Fig. 1: run 1, M1 wires
Scale: 4 px per um. Supply wires on this layer in gray.
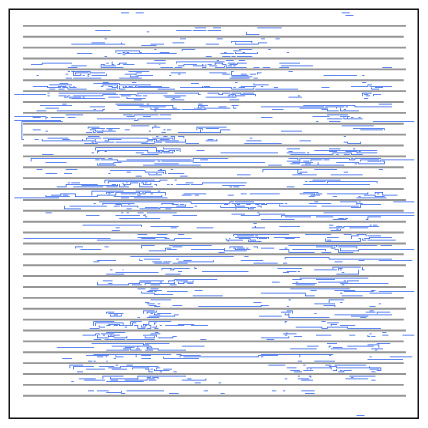
Fig. 2: run 1, signal wires on met2
Scale: 3 px per um.
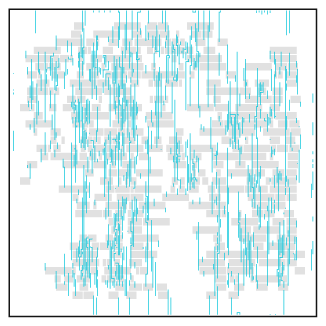
Fig. 3: run 1, met3 routing
Scale: 4 px per um.
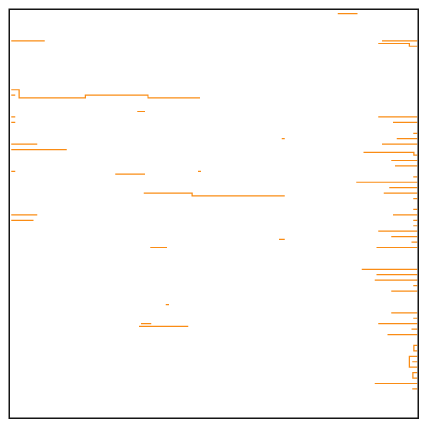
Fig. 4: run 1, M4 wires
Scale: 4 px per um. Supply wires on this layer in gray.
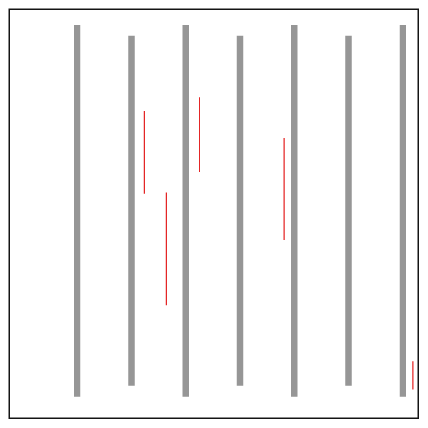
$ cat src/rtl/ram_fifo_ctrl_if.sv
// Stream and RAM-port bundle for the show-ahead FIFO controller.
// The slave modport is the controller; master is its environment (producer, consumer, RAM).
interface ram_fifo_ctrl_if #(
  parameter int ADDR_SIZE = 7,
  parameter int DATA_SIZE = 16
);
  logic                 in_valid;
  logic [DATA_SIZE-1:0] in_data;
  logic                 in_ready;
  logic                 out_valid;
  logic [DATA_SIZE-1:0] out_data;
  logic                 out_ready;
  logic                 ram_wren;
  logic [ADDR_SIZE-1:0] ram_waddr;
  logic [DATA_SIZE-1:0] ram_d;
  logic                 ram_rden;
  logic [ADDR_SIZE-1:0] ram_raddr;
  logic [DATA_SIZE-1:0] ram_q;
  logic [ADDR_SIZE:0]   level;

  modport slave (
    input  in_valid, in_data, out_ready, ram_q,
    output in_ready, out_valid, out_data, ram_wren, ram_waddr, ram_d,
           ram_rden, ram_raddr, level
  );

  modport master (
    output in_valid, in_data, out_ready, ram_q,
    input  in_ready, out_valid, out_data, ram_wren, ram_waddr, ram_d,
           ram_rden, ram_raddr, level
  );
endinterface

$ cat src/rtl/ram_fifo_ctrl.sv
// Show-ahead FIFO controller for an external simple dual-port RAM with one cycle read latency.
// A head register plus one skid slot hide the RAM latency so the stream runs at 1 word/clk.
module ram_fifo_ctrl #(
  parameter int ADDR_SIZE = 7,
  parameter int DATA_SIZE = 16
) (
  input  logic             clk,
  input  logic             reset_n,
  input  logic             flush,
  ram_fifo_ctrl_if.slave   bus
);
  localparam int CW = ADDR_SIZE + 1;
  localparam logic [ADDR_SIZE:0] FULL_CNT = {1'b1, {ADDR_SIZE{1'b0}}};

  logic [ADDR_SIZE-1:0] wr_ptr;
  logic [ADDR_SIZE-1:0] rd_ptr;
  logic [ADDR_SIZE:0]   ram_cnt;
  logic                 pending;
  logic                 skid_valid;
  logic [DATA_SIZE-1:0] skid;
  logic                 out_valid_r;
  logic [DATA_SIZE-1:0] out_data_r;
  logic [ADDR_SIZE:0]   level_r;

  logic       in_ready_c;
  logic       push;
  logic       pop;
  logic       issue;
  logic [1:0] held;

  always_comb begin
    in_ready_c = (ram_cnt != FULL_CNT) & ~flush;
    push       = bus.in_valid & in_ready_c;
    pop        = out_valid_r & bus.out_ready;
    // words already committed to head/skid after this cycle's pop
    held       = 2'(out_valid_r) + 2'(skid_valid) + 2'(pending) - 2'(pop);
    issue      = (ram_cnt != '0) & (held < 2'd2) & ~flush;
  end

  assign bus.in_ready  = in_ready_c;
  assign bus.ram_wren  = push;
  assign bus.ram_waddr = wr_ptr;
  assign bus.ram_d     = bus.in_data;
  assign bus.ram_rden  = issue;
  assign bus.ram_raddr = rd_ptr;
  assign bus.out_valid = out_valid_r;
  assign bus.out_data  = out_data_r;
  assign bus.level     = level_r;

  always_ff @(posedge clk or negedge reset_n) begin
    if (!reset_n) begin
      wr_ptr      <= '0;
      rd_ptr      <= '0;
      ram_cnt     <= '0;
      pending     <= 1'b0;
      skid_valid  <= 1'b0;
      skid        <= '0;
      out_valid_r <= 1'b0;
      out_data_r  <= '0;
      level_r     <= '0;
    end else if (flush) begin
      wr_ptr      <= '0;
      rd_ptr      <= '0;
      ram_cnt     <= '0;
      pending     <= 1'b0;
      skid_valid  <= 1'b0;
      out_valid_r <= 1'b0;
      level_r     <= '0;
    end else begin
      if (push)  wr_ptr <= wr_ptr + ADDR_SIZE'(1);
      if (issue) rd_ptr <= rd_ptr + ADDR_SIZE'(1);
      pending <= issue;
      ram_cnt <= ram_cnt + CW'(push) - CW'(issue);
      level_r <= level_r + CW'(push) - CW'(pop);

      if (pending) begin
        if (!(out_valid_r && !pop)) begin
          out_valid_r <= 1'b1;
          if (skid_valid) begin
            out_data_r <= skid;
            skid       <= bus.ram_q;
          end else begin
            out_data_r <= bus.ram_q;
          end
        end else begin
          skid       <= bus.ram_q;
          skid_valid <= 1'b1;
        end
      end else if (pop) begin
        if (skid_valid) begin
          out_data_r <= skid;
          skid_valid <= 1'b0;
        end else begin
          out_valid_r <= 1'b0;
        end
      end
    end
  end
endmodule

$ cat src/flat_wrapper.sv
// flat-port wrapper written by rule: the top's interface ports become plain ports
module ram_fifo_ctrl_flat 
#(
  parameter int ADDR_SIZE = 7,
  parameter int DATA_SIZE = 16
)
  (clk, reset_n, flush, bus_in_valid, bus_in_data, bus_out_ready, bus_ram_q, bus_in_ready, bus_out_valid, bus_out_data, bus_ram_wren, bus_ram_waddr, bus_ram_d, bus_ram_rden, bus_ram_raddr, bus_level);
  ram_fifo_ctrl_if #(.ADDR_SIZE(ADDR_SIZE), .DATA_SIZE(DATA_SIZE)) bus_i ();
  input  logic clk;
  input  logic reset_n;
  input  logic flush;
  input wire logic [$bits(bus_i.in_valid)-1:0] bus_in_valid;
  input wire logic [$bits(bus_i.in_data)-1:0] bus_in_data;
  input wire logic [$bits(bus_i.out_ready)-1:0] bus_out_ready;
  input wire logic [$bits(bus_i.ram_q)-1:0] bus_ram_q;
  output wire logic [$bits(bus_i.in_ready)-1:0] bus_in_ready;
  output wire logic [$bits(bus_i.out_valid)-1:0] bus_out_valid;
  output wire logic [$bits(bus_i.out_data)-1:0] bus_out_data;
  output wire logic [$bits(bus_i.ram_wren)-1:0] bus_ram_wren;
  output wire logic [$bits(bus_i.ram_waddr)-1:0] bus_ram_waddr;
  output wire logic [$bits(bus_i.ram_d)-1:0] bus_ram_d;
  output wire logic [$bits(bus_i.ram_rden)-1:0] bus_ram_rden;
  output wire logic [$bits(bus_i.ram_raddr)-1:0] bus_ram_raddr;
  output wire logic [$bits(bus_i.level)-1:0] bus_level;
  assign bus_i.in_valid = bus_in_valid;
  assign bus_i.in_data = bus_in_data;
  assign bus_i.out_ready = bus_out_ready;
  assign bus_i.ram_q = bus_ram_q;
  assign bus_in_ready = bus_i.in_ready;
  assign bus_out_valid = bus_i.out_valid;
  assign bus_out_data = bus_i.out_data;
  assign bus_ram_wren = bus_i.ram_wren;
  assign bus_ram_waddr = bus_i.ram_waddr;
  assign bus_ram_d = bus_i.ram_d;
  assign bus_ram_rden = bus_i.ram_rden;
  assign bus_ram_raddr = bus_i.ram_raddr;
  assign bus_level = bus_i.level;
  ram_fifo_ctrl #(.ADDR_SIZE(ADDR_SIZE), .DATA_SIZE(DATA_SIZE)) u_core (.clk(clk), .reset_n(reset_n), .flush(flush), .bus(bus_i));
endmodule
$ cat config.mk
export PLATFORM = sky130hd
export DESIGN_NAME = ram_fifo_ctrl_flat
export DESIGN_NICKNAME = d
export VERILOG_FILES = /design/src/rtl/ram_fifo_ctrl_if.sv /design/src/rtl/ram_fifo_ctrl.sv /design/src/flat_wrapper.sv
export SDC_FILE = /design/constraint.sdc
export NUM_CORES = 1
export LEC_CHECK = 0
export CORE_MARGIN = 3
export CORE_UTILIZATION = 40
export DETAILED_ROUTE_END_ITERATION = 8
export PLACE_DENSITY_LB_ADDON = 0.3
export SLEW_MARGIN = 20
export SYNTH_ARGS = -nofsm -noshare
export SYNTH_HDL_FRONTEND = slang
export SYNTH_SLANG_ARGS = --single-unit
$ cat constraint.sdc
create_clock -name clk -period 3.7 [get_ports clk]
set_input_delay 0.555 -clock clk [delete_from_list [all_inputs] [get_ports clk]]
set_output_delay 0.555 -clock clk [all_outputs]
set_load 0.03 [all_outputs]
==> flow_summary.json, run 1 <==
{
  "critical_path.top_delay_family": "buffers and inverters",
  "synthSimpleGateAreaFrac": 0.129,
  "critPathKind": "in -> out",
  "end_kind": "primary output",
  "syn_nets": 423,
  "met1_length_mm": 3.70,
  "drtIter0Drc": 89,
  "routabilityCongestion": 0.858,
  "cts-buffers-inserted": 9,
  "intPower_mw": 2.40,
  "maxCapViolations": 0,
  "maxSlewViolCount": 0,
  "lay_top_cells": "dfrtp_1 (65), clkdlybuf4s50_1 (61), nor2_1 (36)",
  "ys_sh_adder": 0.0925,
  "r2r_slack_ns": 0.43,
  "grt.total_usage": 0.158,
  "lay_top_count": "dfrtp_1",
  "post_layout_total_power_mw": 4.01,
  "powerDensity_nw_per_um2": 870,
  "synth.cellmix.xorXnorShare": 0.0262,
  "synth-warning-count": 0,
  "run_status": "completed",
  "crit_path_top_delay_cell": "clkdlybuf4s50_1",
  "detailedRoute.firstPassIterationCount": 4,
  "cts.repair_timing.setup_buffer_count": 0,
  "number_of_buffer_cells_added_on_primary_ports": 62,
  "post_synth.cell_area_avg_sq_um": 10.2,
  "worst-slew-pin-transition_ns": 1.08,
  "power.share.clock": 0.171,
  "ctsResizeCount": 0,
  "final-hold-violation-count": 0,
  "postRouteAntennaNets": 0,
  "grt_busiest_layer": "met2",
  "number_of_standard_cells_in_the_final_layout_excluding_fillers": 529,
  "swShare": 0.400,
  "power.sequential.fraction": 0.291,
  "timing.critical_path.arrival_ns": 2.97,
  "tritoncts": "built",
  "numSynthFlops": 65,
  "worstPathBufferInverterCount": 4,
  "report.final.setup_viol": 0,
  "clk_pin_slew_worst_paths_ns": 0.08,
  "holdBufCountCts": 0,
  "cell_count_after_synthesis": 360,
  "grt_first_pass_wirelength_mm": 13.1,
  "post_synthesis_cell_area_sq_um": 3680,
  "max-vdd-ir-drop_v": 0.000279,
  "maxSlewHeadroom": 0.280,
  "detailroute.wirelength.met3_um": 389,
  "flow.area_growth_from_synthesis_pct": 25.4,
  "coreArea_sq_um": 8810,
  "power_combinational_mw": 2.16,
  "timing.hold.worst.class": "in -> async",
  "num-fill-cells": 802,
  "stage_log_warnings": 29
}
About Fig. 1:
wire length on this layer: 3,700 um
main direction: horizontal
nets with wire on the layer: 425
longest straight run: 33.1 um
share of all routed wire: 48%
met1 global-route usage: 0.220
wirelength, routed: 7.73 mm
total vias in the final route: 2,769

About Fig. 2:
nets with wire on the layer: 407
share of all routed wire: 46%
wire length on this layer: 3,540 um
met2 Usage GRT: 0.249

About Fig. 3:
main direction: horizontal
wire length on this layer: 390 um
nets with wire on the layer: 52
share of all routed wire: 5.0%
longest straight run: 23.0 um
routing usage on met3: 0.0300

About Fig. 4:
share of all routed wire: 1.3%
longest straight run: 27.9 um
nets with wire on the layer: 3
main direction: vertical
wire length on this layer: 98.6 um

## run 1: final cells by class
type	count	area, sq um	share of cell area
repair buffers	77	741	0.161
clock inverters	6	90.1	0.0195
well taps	108	135	0.0293
flip-flops and latches	65	1630	0.353
inverters	28	105	0.0228
clock buffers	10	138	0.0299
multi-input cells	235	1780	0.385
## run 1: metrics by stage
| stage | TNS, ns | cell area [sq um] | setup WS, ns | hold slack (ns) |
|---|---|---|---|---|
| floorplan | 0 | 3690 | 0.160 | 0.259 |
| global placement | -0.0525 | 4350 | -0.0449 | 0.486 |
| detailed placement | -0.341 | 4350 | -0.156 | 0.494 |
| CTS | 0 | 4580 | 0.152 | 0.405 |
| global route | 0 | 4610 | 0.0334 | 0.0934 |
| finish | 0 | 4610 | 0.174 | 0.0907 |
==> run 1 -> run 2 <==
--- a/config.mk
+++ b/config.mk
@@ -5,6 +5,7 @@
 export SDC_FILE = /design/constraint.sdc
 export NUM_CORES = 1
 export LEC_CHECK = 0
+export CORE_ASPECT_RATIO = 1.1
 export CORE_MARGIN = 3
 export CORE_UTILIZATION = 40
 export DETAILED_ROUTE_END_ITERATION = 8
Fig. 5: run 2, placed standard cells
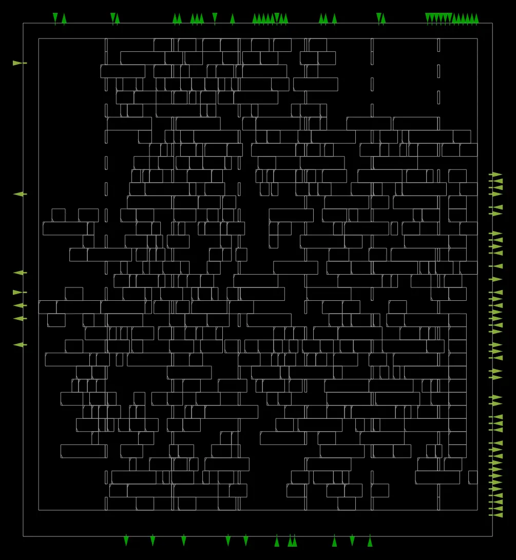
number of core rows: 36
final core occ: 0.512
Filler cells: 807
sequential cell count: 65

Fig. 6: run 2, signal wires on met2
Scale: 2 px per um.
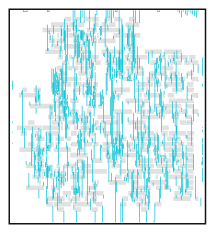
main direction: vertical
nets with wire on the layer: 413
share of all routed wire: 47%
wire length on this layer: 3,620 um
longest straight run: 39.8 um

==> run 2 against run 1 <==
Effect of this change:
- combinational power down 2%
- non-clock buffer count down 2
- worst setup slack better by 0.096 ns
- area after synthesis unchanged
- largest power group unchanged
- highest routed layer unchanged
==> flow_summary.json, run 2 <==
{
  "run_status": "completed",
  "syn_nets": 423,
  "finish.instance_area_sq_um": 4570,
  "coreArea_sq_um": 8920,
  "ctsResizeCount": 0,
  "post_synth_main_area_contributors": "dfrtp_1 (44%), ha_1 (8.2%), mux2_2 (6.1%)",
  "end_kind": "flop",
  "dpl_cell_area_sq_um": 4350,
  "wl_mm": 7.70,
  "largestClassByArea": "logic gates",
  "gr-usage-met3": 0.0341,
  "nClkBuffers": 10,
  "timing.critical_path.arrival_ns": 3.61,
  "synthSimpleGateAreaFrac": 0.129,
  "synth-warning-count": 0,
  "regToRegStartpoint": "u_core.ram_cnt[5]",
  "sh_seq_area": 0.356,
  "report.final.setup_viol": 0,
  "postRouteAntennaNets": 0,
  "final-clk-cell-share": 0.0449,
  "largest_area_cell": "dfrtp_1",
  "antenna_cells": 0,
  "clk_latency_ns": 0.33,
  "numSynthFlops": 65,
  "reg2reg_to": "u_core.bus.level[7]",
  "timing.hold.worst.class": "in -> async",
  "crit_path_top_delay_cell": "clkdlybuf4s50_1",
  "cts-buffers-inserted": 9,
  "clock_tree.htree_level_count": 3,
  "worstPathBufferInverterCount": 3,
  "grt_busiest_layer": "met2",
  "max-vdd-ir-drop_v": 0.000334,
  "synthDistinctLibCells": 46,
  "post_synthesis_cell_area_sq_um": 3680,
  "tapCellCount": 114,
  "r2r_slack_ns": 0.37,
  "synth_async_sr_flop_share": 1.00,
  "grt_first_pass_wirelength_mm": 13.5,
  "post_synth.cell_area_avg_sq_um": 10.2,
  "grt.total_usage": 0.158,
  "number_of_buffer_cells_added_on_primary_ports": 62,
  "maxSlewViolCount": 0,
  "routabilityCongestion": 0.841,
  "number_of_standard_cells_in_the_final_layout_excluding_fillers": 533,
  "global_route.usage.met2": 0.248,
  "detailroute.wirelength.met3_um": 288,
  "pre_cts_slack_ns": -0.129,
  "drtIter0Drc": 69,
  "maxSlewHeadroom": 0.285,
  "layout.buffer.nonclock.area_share": 0.156,
  "finalHoldWorstSlack_ns": 0.261,
  "powerDensity_nw_per_um2": 850,
  "clock_path_buffers": 2,
  "total_vias_in_the_final_route": 2783,
  "stage_log_warnings": 29,
  "met1_length_mm": 3.68,
  "worst-slew-pin-transition_ns": 1.07,
  "multiInputCombCellCount": 235,
  "tritoncts": "built",
  "pin_count": 95,
  "met1_global_route_usage": 0.214,
  "comb-cell-share": 0.389,
  "unrepaired_setup_endpoints_after_global_routing": "false",
  "lay_top_count": "dfrtp_1",
  "final-hold-violation-count": 0,
  "detailedRoute.firstPassIterationCount": 4,
  "critical_path.top_delay_family": "adder cells",
  "synth.cellmix.xorXnorShare": 0.0262,
  "final.signal_buffer_count": 75,
  "non_clock_inverter_count": 28,
  "maxCapViolations": 0,
  "ff_latch_area_sq_um": 1630,
  "ys_sh_adder": 0.0925,
  "post_layout_total_power_mw": 3.88,
  "critPathKind": "in -> reg",
  "cell_count_after_synthesis": 360,
  "mux_area_frac": 0.113,
  "holdBufCountCts": 0,
  "totalNegativeSetupSlack_ns": 0,
  "mi_logic_area_sq_um": 1780
}
run 2: cell count changes in the layout (fill, tap and decap cells not counted), sizes merged:
cell | before | now
clkinvlp | 1 | 2
inv | 29 | 28
bufinv | 2 | 1
clkinv | 2 | 3
clkdlybuf4s50 | 61 | 60
buf | 16 | 15
run 2: logic make-up (layout without fill, tap and decap cells):
logic type	after synthesis	after routing
xor+xnor	11	11
simple gates	91	91
mux	39	39
fa+ha+maj	26	26
compound gates	68	68
flops	65	65
buf+inv	60	119
run 2: power by group:
part           switching (mW)  internal (mW)  total, mW  leakage, nW
combinational            1.13          0.978       2.11         1.12
sequential              0.170          0.988       1.16        0.814
clock                   0.286          0.331      0.617       0.0985
Power figures rest on the tool's default switching activity, not on a simulated workload.
